run_1/met1.png
Bar = 50 um. Supply wires on this layer in gray.
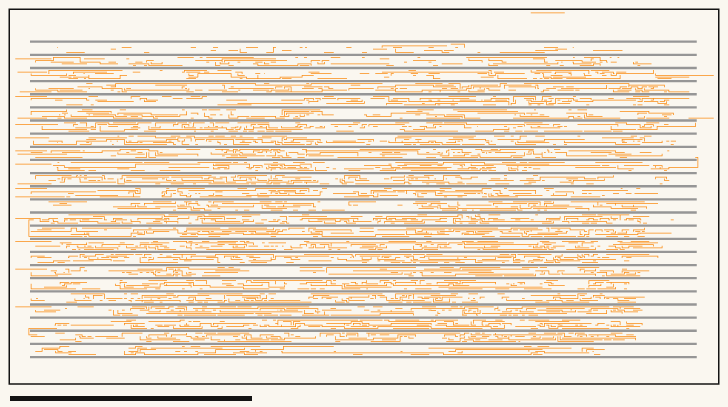
run_1/met2.png
Bar = 50 um.
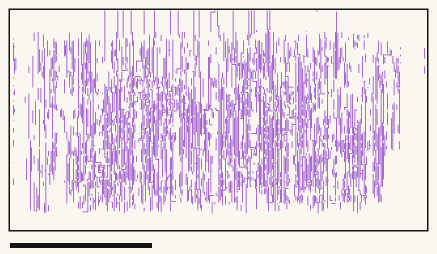
run_1/met3.png
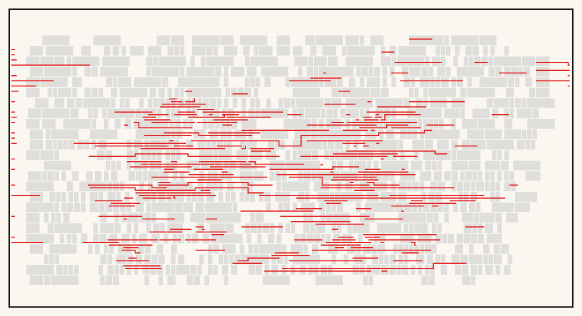
File: config.mk
export PLATFORM = sky130hd
export DESIGN_NAME = fft_bf_sequencer_flat
export DESIGN_NICKNAME = d
export VERILOG_FILES = /design/src/rtl/fft_pkg.sv /design/src/rtl/fft_bf_sequencer_if.sv /design/src/rtl/fft_bf_index.sv /design/src/rtl/fft_bf_sequencer.sv /design/src/flat_wrapper.sv
export SDC_FILE = /design/constraint.sdc
export NUM_CORES = 1
export LEC_CHECK = 0
export ABC_AREA = 1
export ABC_CLOCK_PERIOD_IN_PS = 5500
export CAP_MARGIN = 15
export CORE_ASPECT_RATIO = 0.5
export CORE_MARGIN = 4
export CORE_UTILIZATION = 60
export CTS_CLUSTER_DIAMETER = 60
export DETAILED_ROUTE_END_ITERATION = 8
export GPL_ROUTABILITY_DRIVEN = 0
export HOLD_SLACK_MARGIN = 0.1
export PLACE_DENSITY_LB_ADDON = 0.08
export SLEW_MARGIN = 10
export SYNTH_ARGS = -nofsm -noshare
export SYNTH_HDL_FRONTEND = slang
export SYNTH_SLANG_ARGS = --single-unit
File: constraint.sdc
create_clock -name Clk -period 5.5 [get_ports Clk]
set_input_delay 1.1 -clock Clk [delete_from_list [all_inputs] [get_ports Clk]]
set_output_delay 1.1 -clock Clk [all_outputs]
set_load 0.01 [all_outputs]
File: src/rtl/fft_pkg.sv
// Shared types and widths for the FFT control blocks.
// State encoding is one-hot so each state decodes from a single flop.
package fft_pkg;

  localparam int FFT_LOG2N_MAX = 10;
  localparam int STAGE_W       = 4;
  localparam int CFG_W         = 4;

  typedef enum logic [4:0] {
    ST_IDLE = 5'b00001,
    ST_LOAD = 5'b00010,
    ST_RUN  = 5'b00100,
    ST_GAP  = 5'b01000,
    ST_FIN  = 5'b10000
  } state_t;

endpackage

File: src/rtl/fft_bf_sequencer_if.sv
// Butterfly descriptor channel between the sequencer and the butterfly datapath.
// The sequencer is the master; the datapath answers with bf_ready.
interface fft_bf_sequencer_if
  import fft_pkg::*;
#(
  parameter int LOG2N = FFT_LOG2N_MAX
);

  logic               bf_valid;
  logic               bf_ready;
  logic [LOG2N-1:0]   top_idx;
  logic [LOG2N-1:0]   bot_idx;
  logic [LOG2N-2:0]   tw_idx;
  logic [STAGE_W-1:0] stage;
  logic               last_bf;

  modport master (
    output bf_valid, top_idx, bot_idx, tw_idx, stage, last_bf,
    input  bf_ready
  );

  modport slave (
    input  bf_valid, top_idx, bot_idx, tw_idx, stage, last_bf,
    output bf_ready
  );

endinterface

File: src/rtl/fft_bf_index.sv
// Radix-2 DIT butterfly address generator: maps (butterfly k, stage s) to the
// in-place top/bottom sample indices and a twiddle index into a 2^LOG2N table.
module fft_bf_index
  import fft_pkg::*;
#(
  parameter int LOG2N = FFT_LOG2N_MAX
) (
  input  logic [LOG2N-2:0]   k,
  input  logic [STAGE_W-1:0] s,
  output logic [LOG2N-1:0]   top,
  output logic [LOG2N-1:0]   bot,
  output logic [LOG2N-2:0]   tw
);

  logic [LOG2N-1:0]   kx;
  logic [LOG2N-1:0]   half;
  logic [LOG2N-1:0]   j;
  logic [STAGE_W-1:0] tw_sh;

  always_comb begin
    kx    = {1'b0, k};
    half  = LOG2N'(1) << s;
    j     = kx & (half - LOG2N'(1));
    top   = ((kx >> s) << (s + STAGE_W'(1))) | j;
    bot   = top | half;
    // Scaling by the stage keeps one full-size twiddle ROM valid for every size.
    tw_sh = STAGE_W'(LOG2N - 1) - s;
    tw    = (LOG2N-1)'(j) << tw_sh;
  end

endmodule

File: src/rtl/fft_bf_sequencer.sv
// Run-time sized radix-2 DIT FFT sequencer: walks stage/butterfly order and
// issues one index descriptor per handshake, with a drain gap between stages.
module fft_bf_sequencer
  import fft_pkg::*;
#(
  parameter int LOG2N     = FFT_LOG2N_MAX,
  parameter int STAGE_GAP = 4
) (
  input  logic               Clk,
  input  logic               reset,
  input  logic               start,
  input  logic [CFG_W-1:0]   cfg_log2n,
  output logic               busy,
  output logic               done,
  output logic               cfg_err,
  fft_bf_sequencer_if.master bf
);

  localparam int KW = LOG2N - 1;
  localparam int GW = (STAGE_GAP > 1) ? $clog2(STAGE_GAP) : 1;

  state_t             state_reg;
  logic [CFG_W-1:0]   l_reg;
  logic [KW-1:0]      k_reg;
  logic [STAGE_W-1:0] s_reg;
  logic [GW-1:0]      gap_reg;
  logic               busy_reg;
  logic               done_reg;
  logic               err_reg;
  logic               valid_reg;

  logic [LOG2N-1:0]   top_reg;
  logic [LOG2N-1:0]   bot_reg;
  logic [KW-1:0]      tw_reg;
  logic [STAGE_W-1:0] stage_reg;
  logic               last_reg;

  logic [LOG2N-1:0]   half_n;
  logic [KW-1:0]      k_last;
  logic [STAGE_W-1:0] s_last;
  logic [KW-1:0]      idx_k;
  logic [STAGE_W-1:0] idx_s;
  logic [LOG2N-1:0]   idx_top;
  logic [LOG2N-1:0]   idx_bot;
  logic [KW-1:0]      idx_tw;
  logic               idx_last;
  logic               hs;
  logic               k_wrap;
  logic               last_stage;
  logic               load_desc;
  logic               cfg_bad;

  always_comb begin
    s_last     = l_reg - STAGE_W'(1);
    half_n     = LOG2N'(1) << s_last;
    k_last     = KW'(half_n - LOG2N'(1));
    hs         = valid_reg && bf.bf_ready;
    k_wrap     = (k_reg == k_last);
    last_stage = (s_reg == s_last);
    cfg_bad    = (cfg_log2n == '0) || (cfg_log2n > CFG_W'(LOG2N));

    // Counter values of the descriptor to be registered on this edge.
    idx_k = k_reg;
    idx_s = s_reg;
    if (state_reg == ST_RUN && hs) begin
      if (!k_wrap) begin
        idx_k = k_reg + KW'(1);
      end else if (!last_stage) begin
        idx_k = '0;
        idx_s = s_reg + STAGE_W'(1);
      end
    end
    idx_last = (idx_s == s_last) && (idx_k == k_last);

    load_desc = 1'b0;
    case (state_reg)
      ST_LOAD: load_desc = 1'b1;
      ST_RUN:  load_desc = hs && !(k_wrap && (last_stage || (STAGE_GAP > 0)));
      ST_GAP:  load_desc = (gap_reg == '0);
      default: load_desc = 1'b0;
    endcase
  end

  fft_bf_index #(
    .LOG2N (LOG2N)
  ) u_index (
    .k   (idx_k),
    .s   (idx_s),
    .top (idx_top),
    .bot (idx_bot),
    .tw  (idx_tw)
  );

  always_ff @(posedge Clk) begin
    if (reset) begin
      state_reg <= ST_IDLE;
      l_reg     <= '0;
      k_reg     <= '0;
      s_reg     <= '0;
      gap_reg   <= '0;
      busy_reg  <= 1'b0;
      done_reg  <= 1'b0;
      err_reg   <= 1'b0;
      valid_reg <= 1'b0;
    end else begin
      done_reg <= 1'b0;
      err_reg  <= 1'b0;
      case (state_reg)
        ST_IDLE: begin
          if (start) begin
            l_reg <= cfg_log2n;
            k_reg <= '0;
            s_reg <= '0;
            if (cfg_bad) begin
              done_reg  <= 1'b1;
              err_reg   <= 1'b1;
              state_reg <= ST_FIN;
            end else begin
              busy_reg  <= 1'b1;
              state_reg <= ST_LOAD;
            end
          end
        end
        ST_LOAD: begin
          valid_reg <= 1'b1;
          state_reg <= ST_RUN;
        end
        ST_RUN: begin
          if (hs) begin
            k_reg <= idx_k;
            s_reg <= idx_s;
            if (k_wrap && last_stage) begin
              valid_reg <= 1'b0;
              busy_reg  <= 1'b0;
              done_reg  <= 1'b1;
              state_reg <= ST_FIN;
            end else if (k_wrap && (STAGE_GAP > 0)) begin
              valid_reg <= 1'b0;
              gap_reg   <= GW'(STAGE_GAP - 1);
              state_reg <= ST_GAP;
            end
          end
        end
        ST_GAP: begin
          if (gap_reg == '0) begin
            valid_reg <= 1'b1;
            state_reg <= ST_RUN;
          end else begin
            gap_reg <= gap_reg - GW'(1);
          end
        end
        ST_FIN:  state_reg <= ST_IDLE;
        default: state_reg <= ST_IDLE;
      endcase
    end
  end

  // Descriptor register only moves on a load, so it holds through stalls.
  always_ff @(posedge Clk) begin
    if (reset) begin
      top_reg   <= '0;
      bot_reg   <= '0;
      tw_reg    <= '0;
      stage_reg <= '0;
      last_reg  <= 1'b0;
    end else if (load_desc) begin
      top_reg   <= idx_top;
      bot_reg   <= idx_bot;
      tw_reg    <= idx_tw;
      stage_reg <= idx_s;
      last_reg  <= idx_last;
    end else if (state_reg == ST_RUN && hs && k_wrap && last_stage) begin
      last_reg  <= 1'b0;
    end
  end

  assign busy        = busy_reg;
  assign done        = done_reg;
  assign cfg_err     = err_reg;
  assign bf.bf_valid = valid_reg;
  assign bf.top_idx  = top_reg;
  assign bf.bot_idx  = bot_reg;
  assign bf.tw_idx   = tw_reg;
  assign bf.stage    = stage_reg;
  assign bf.last_bf  = last_reg;

endmodule

File: src/flat_wrapper.sv
// flat-port wrapper written by rule: the top's interface ports become plain ports
module fft_bf_sequencer_flat import fft_pkg::*;
#(
  parameter int LOG2N     = FFT_LOG2N_MAX,
  parameter int STAGE_GAP = 4
)
  (Clk, reset, start, cfg_log2n, busy, done, cfg_err, bf_bf_valid, bf_top_idx, bf_bot_idx, bf_tw_idx, bf_stage, bf_last_bf, bf_bf_ready);
  fft_bf_sequencer_if #(.LOG2N(LOG2N)) bf_i ();
  input  logic Clk;
  input  logic reset;
  input  logic start;
  input  logic [CFG_W-1:0] cfg_log2n;
  output logic busy;
  output logic done;
  output logic cfg_err;
  output wire logic [$bits(bf_i.bf_valid)-1:0] bf_bf_valid;
  output wire logic [$bits(bf_i.top_idx)-1:0] bf_top_idx;
  output wire logic [$bits(bf_i.bot_idx)-1:0] bf_bot_idx;
  output wire logic [$bits(bf_i.tw_idx)-1:0] bf_tw_idx;
  output wire logic [$bits(bf_i.stage)-1:0] bf_stage;
  output wire logic [$bits(bf_i.last_bf)-1:0] bf_last_bf;
  input wire logic [$bits(bf_i.bf_ready)-1:0] bf_bf_ready;
  assign bf_bf_valid = bf_i.bf_valid;
  assign bf_top_idx = bf_i.top_idx;
  assign bf_bot_idx = bf_i.bot_idx;
  assign bf_tw_idx = bf_i.tw_idx;
  assign bf_stage = bf_i.stage;
  assign bf_last_bf = bf_i.last_bf;
  assign bf_i.bf_ready = bf_bf_ready;
  fft_bf_sequencer #(.LOG2N(LOG2N), .STAGE_GAP(STAGE_GAP)) u_core (.Clk(Clk), .reset(reset), .start(start), .cfg_log2n(cfg_log2n), .busy(busy), .done(done), .cfg_err(cfg_err), .bf(bf_i));
endmodule
==> impl_metrics.csv, run 1 <==
group,metric,value,unit
placement,place_area,6240,um^2
synthesis,ys_chip_area,5760,um^2
synthesis,syn_inst,912,
grt,grt.busiest_layer,"met2",
die,fp-utilization,63.9,%
synthesis,top_area_cell,"dfxtp_1",
final_timing,setup_viol,0,
worst_setup_path,timing.rr.end,"u_core.bf.tw_idx[5]",
final_timing,period_needed,5030,ps
synthesis,synth.area.top_cells,"dfxtp_1 (22%), nand2_1 (16%), nand3_1 (9.9%), inv_1 (7.0%), a21oi_1 (4.8%)",
min_path,hold_depth,2,
cells_and_area,drive_above_1_share,14.3,%
final_timing,fin_worst_skew,8.49,ps
grt,grt_antenna_before_repair,0,
cts,clock-sinks,62,
worst_setup_path,slowest_delay,360,ps
job,warnings,31,
power,peakVddDrop,0.181,mV
cells_and_area,fin_nets,967,
grt,grt_util_met1,40.9,%
worst_setup_path,crit_required,5770,ps
min_path,min_path_type,"reg2reg",
final_timing,clock.fmax,199,MHz
placement,dpl_worst_slack,738,ps
outcome,run_status,"finished clean",
worst_setup_path,path_common_cell,"nand2_1",
cts,cts_buffer_depth,2,
synthesis,top_area_share,21.6,%
cells_and_area,fin_util,72.9,%
cts,cts_made_buffers,9,
grt,grt_pass1_vias,5829,
cts,htreeDepth,3,
detailed_routing,wl_per_cell,16.8,um
die,core_area,9010,um^2
final_timing,period_used_share,91.5,%
synthesis,ys.flops,62,
synthesis,synth-edff-count,0,
synthesis,syn_area_per_cell,6.31,um^2
synthesis,synthesis.area,5760,um^2
cts,post_cts_buffers,0,
final_timing,setup_slack,469,ps
power,p_per_area,230,nW/um^2
worst_setup_path,worstSetupEndpointType,"register",
grt,grtUsageMet2,48.6,%
cts,worstSkewPairLatency,340,ps
detailed_routing,drcViolationCount,0,
detailed_routing,drtPass1Iterations,6,
synthesis,synthTopCellsByCount,"nand2_1 (245), nand3_1 (114), inv_1 (107)",
cells_and_area,syn2layout_area_growth,14.1,%
## Picture notes: met1.png
wire length on this layer: 7670 um
share of all routed wire: 43%
main direction: horizontal

## Picture notes: met2.png
nets with wire on the layer: 786
wire length on this layer: 7770 um

## Picture notes: met3.png
main direction: horizontal
wire length on this layer: 2040 um
met3 usage: 8.95%
DRT Wirelength: 18000 um

run 1: critical path: cells and delay by family, from the launching register on:
family                   cells  cell delay [ps]
flip-flops                   1              360
XOR/XNOR                     1              170
buffers and inverters        5              500
AND/OR/NAND/NOR             21             2640
adder cells (fa/ha/maj)      3              950
AND-OR/OR-AND                2              310
run 1: power breakdown:
| group | total, uW | switching (uW) | internal, uW |
|---|---|---|---|
| Clock | 641 | 237 | 404 |
| Sequential | 474 | 10.7 | 463 |
| Combinational | 397 | 274 | 123 |
run 1: layout make-up:
| class | count | area, um^2 |
|---|---|---|
| Multi-Input combinational cell | 696 | 3880 |
| Fill cell | 765 | 2440 |
| Sequential cell | 62 | 1240 |
| Timing Repair Buffer | 51 | 495 |
| Inverter | 126 | 480 |
| Clock buffer | 9 | 225 |
| Tap cell | 117 | 146 |
| Clock inverter | 7 | 103 |
run 1: worst max path at each step:
stage	start	endpoint	slack, ps	cells after the start
2_1_floorplan	u_core.l_reg[0]	u_core.bf.tw_idx[5]	1410	33
3_3_place_gp	u_core.l_reg[1]	u_core.bf.tw_idx[5]	880	36
3_5_place_dp	u_core.l_reg[0]	u_core.bf.tw_idx[7]	740	33
4_1_cts	u_core.l_reg[0]	u_core.bf.tw_idx[5]	560	32
5_1_grt	u_core.l_reg[0]	u_core.bf.tw_idx[5]	120	32
6_report	u_core.l_reg[0]	u_core.bf.tw_idx[5]	470	32
run 1: metrics by stage:
stage / power [uW] / hold WS (ps) / cells
after floorplan: 785 / 442 / 912
after global placement: 861 / 453 / 1052
after detailed placement: 868 / 455 / 1052
after CTS: 1510 / 465 / 1068
after global routing: 1570 / 477 / 1068
final: 1510 / 462 / 1068
run 1: cell families after synthesis:
group | share of synthesized area [%]
AND-OR/OR-AND | 13.8
XOR/XNOR | 2.41
adder cells (fa/ha/maj) | 2.82
buffers and inverters | 11.2
flip-flops | 21.6
multiplexers | 0.174
AND/OR/NAND/NOR | 48.0
run 1: per-layer routing:
layer	part of all wire (%)	routed length [um]
met2	43	7770
met1	43	7670
met3	11	2040
met5	0	0
met4	2.6	472
run 1: placed cells by master (no fill, tap or decap), drive strengths merged:
cell type,n
a21o,1
a21oi,60
a22oi,1
a31oi,2
buf,6
bufinv,2
clkbuf,9
clkdlybuf4s50,45
clkinv,2
dfxtp,62
ha,13
inv,129
mux2i,1
nand2,280
nand3,129
nand3b,2
nand4,25
nor2,76
nor3,9
nor4,7
o2111ai,2
o211ai,11
o21ai,56
o311ai,1
o31ai,1
or2,4
xnor2,4
xor2,11
--- run 2 (diff from run 1) ---
--- a/config.mk
+++ b/config.mk
@@ -11,6 +11,7 @@
 export CORE_ASPECT_RATIO = 0.5
 export CORE_MARGIN = 4
 export CORE_UTILIZATION = 60
+export CTS_BUF_LIST = sky130_fd_sc_hd__clkbuf_16
 export CTS_CLUSTER_DIAMETER = 60
 export DETAILED_ROUTE_END_ITERATION = 8
 export GPL_ROUTABILITY_DRIVEN = 0
run_2/met1.png
Bar = 50 um. Supply wires on this layer in gray.
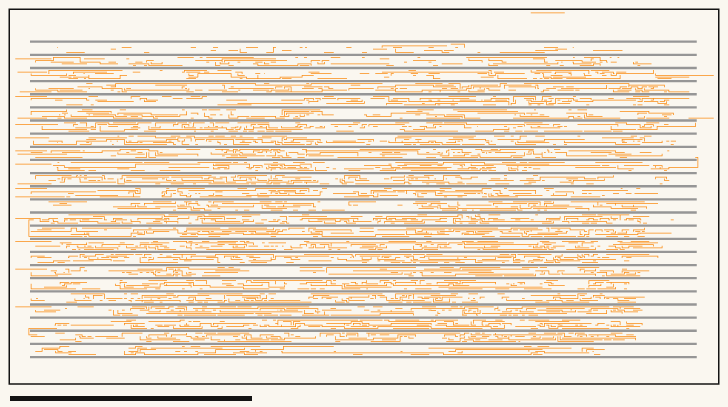
via count: 6395
met1 usage: 40.9%

run_2/final_congestion.png
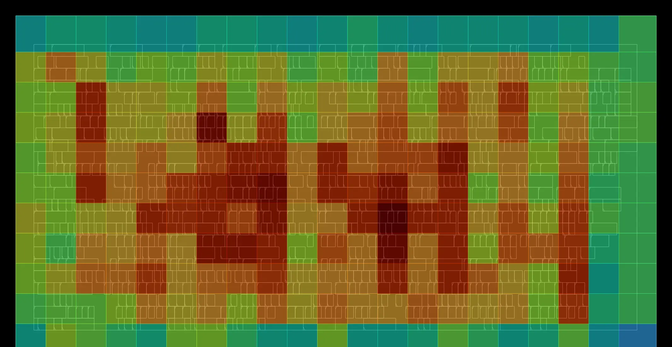
utilization after layout: 72.9%
grt peak-use layer: met2
met2 track demand over resource: 48.6%

==> run 2 against run 1 <==
Against the previous run: clock-buffer cell count unchanged; critical path type unchanged; sequential cell count unchanged; sequential share of layout area unchanged; die area unchanged; maximum frequency unchanged; clock skew unchanged.
==> impl_metrics.csv, run 2 <==
group,metric,value,unit
grt,grt_pass1_vias,5829,
final_timing,period_needed,5030,ps
cells_and_area,mostFrequentLayoutCells,"nand2_1 (245), nand3_1 (114), inv_1 (107)",
synthesis,ys_sh_xor,2.41,%
power,internal_power,989,uW
worst_setup_path,path_common_cell,"nand2_1",
cts,htreeDepth,3,
worst_setup_path,rrSetupSlack,470,ps
cells_and_area,drive_above_1_share,14.3,%
worst_setup_path,crit_required,5770,ps
worst_setup_path,cp_num_buf_inv,5,
power,clockPowerShare,42.4,%
cells_and_area,final_common_cell,"nand2_1",
synthesis,logic_family,"simple AND/OR/NAND/NOR gates",
cts,cts_buffer_depth,2,
detailed_routing,ant_nets,0,
worst_setup_path,crit_family,"simple AND/OR/NAND/NOR gates",
cts,worstSkewPairLatency,340,ps
final_timing,hold_slack,462,ps
power,p_leak,0.00311,uW
synthesis,ys_chip_area,5760,um^2
synthesis,simple_gate_share,48.0,%
power,peakVddDrop,0.181,mV
cells_and_area,final_cell_count_no_fill,1068,
grt,grt_antenna_before_repair,0,
synthesis,synth.area.top_cells,"dfxtp_1 (22%), nand2_1 (16%), nand3_1 (9.9%), inv_1 (7.0%), a21oi_1 (4.8%)",
synthesis,syn_inst,912,
synthesis,ys_sh_mux,0.174,%
worst_setup_path,slowest_delay,360,ps
synthesis,synthTopCellsByCount,"nand2_1 (245), nand3_1 (114), inv_1 (107)",
synthesis,top_area_share,21.6,%
cells_and_area,fin_nets,967,
detailed_routing,wl_per_cell,16.8,um
cells_and_area,syn2layout_area_growth,14.1,%
cts,clock-sinks,62,
synthesis,syn_area_per_cell,6.31,um^2
synthesis,top_area_cell,"dfxtp_1",
cells_and_area,comb_area,3880,um^2
final_timing,clock.fmax,199,MHz
job,warnings,31,
detailed_routing,drtPass1Iterations,6,
die,fp-utilization,63.9,%
min_path,hold_depth,2,
final_timing,fin_worst_skew,8.49,ps
die,ios,46,
synthesis,synthAdderAreaFrac,2.82,%
detailed_routing,wl,18000,um
synthesis,synth-edff-count,0,
outcome,run_status,"finished clean",
final_timing,setup_viol,0,
cts,cts.hold.buffers_added,0,
power,power.share.combinational,26.2,%
placement,place_area,6240,um^2
min_path,min_path_type,"reg2reg",
synthesis,synthesis.area,5760,um^2
placement,dp.cells,1052,
cts,cts_made_buffers,9,
synthesis,ys.flops,62,
worst_setup_path,worstSetupEndpointType,"register",
cts,root_buffer,"clkbuf_16",
power,p_per_area,230,nW/um^2
die,core_area,9010,um^2
cells_and_area,stdcell_area,6570,um^2
worst_setup_path,timing.rr.end,"u_core.bf.tw_idx[5]",
power,p_switching,522,uW
cells_and_area,regArea,1240,um^2
synthesis,fp_nets,933,
final_timing,period_used_share,91.5,%
power,swShare,34.5,%
detailed_routing,drcViolationCount,0,
power,pwr-share-seq,31.3,%
detailed_routing,avgViaCountPerCell,5.99,
synthesis,yosys.area_share.aoi,13.8,%
cts,post_cts_buffers,0,
run_2/met4.png
Bar = 50 um. Supply wires on this layer in gray.
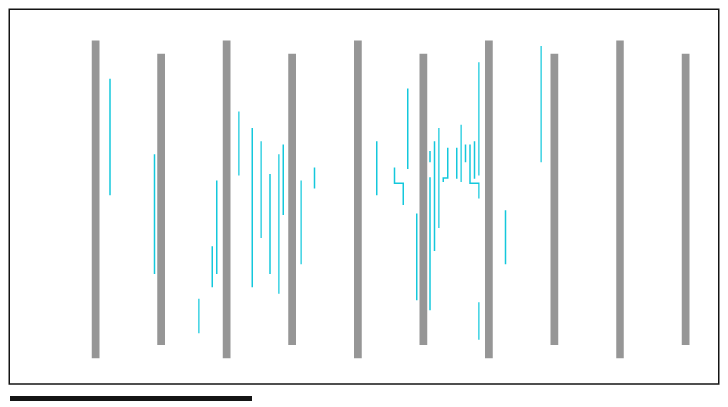
longest straight run: 32.6 um
wire length on this layer: 472 um
nets with wire on the layer: 26
main direction: vertical
share of all routed wire: 2.6%

==> run 2: layer usage <==
layer  up-vias  track usage (%)  wire length, um
met4         0             10.1              472
met5         -                0                0
met3        66             8.95             2040
li1       3057                -                -
met1      2890             40.9             7670
met2       382             48.6             7770
==> run 2: worst max path at each step <==
stage	start	to	slack, ps	cells past startpoint
3_3_place_gp	u_core.l_reg[1]	u_core.bf.tw_idx[5]	880	36
4_1_cts	u_core.l_reg[0]	u_core.bf.tw_idx[5]	560	32
6_report	u_core.l_reg[0]	u_core.bf.tw_idx[5]	470	32
3_5_place_dp	u_core.l_reg[0]	u_core.bf.tw_idx[7]	740	33
5_1_grt	u_core.l_reg[0]	u_core.bf.tw_idx[5]	120	32
2_1_floorplan	u_core.l_reg[0]	u_core.bf.tw_idx[5]	1410	33
==> run 2: final cells by class <==
class	count	share of cell area, %
multi-input cells	696	59.0
flip-flops and latches	62	18.9
repair buffers	51	7.54
inverters	126	7.31
clock buffers	9	3.43
well taps	117	2.23
clock inverters	7	1.56
==> run 2: logic make-up after synthesis <==
family          Yosys count
simple gates            532
buf+inv                 154
compound gates          135
flops                    62
xor+xnor                 15
fa+ha+maj                13
mux                       1
==> run 2: worst register-to-register path, delay by kind of cell, from the launching register on <==
family	cells	cell delay, ps
flip-flops	1	360
AND-OR/OR-AND	2	310
adder cells (fa/ha/maj)	3	950
XOR/XNOR	1	180
AND/OR/NAND/NOR	21	2650
buffers and inverters	5	500
==> run 2: power groups by stage <==
stage / Combinational, uW / Sequential, uW / Clock (uW)
3_3_place_gp: 378 / 483 / 0
5_1_grt: 429 / 475 / 665
4_1_cts: 389 / 474 / 644
3_5_place_dp: 385 / 483 / 0
6_report: 397 / 474 / 641
2_1_floorplan: 300 / 485 / 0
==> run 2: per-stage QoR <==
stage	power, uW	worst slack, ps
final	1510	469
after global routing	1570	123
after global placement	861	877
after detailed placement	868	738
after floorplan	785	1410
after CTS	1510	563
Power figures rest on the tool's default switching activity, not on a simulated workload.
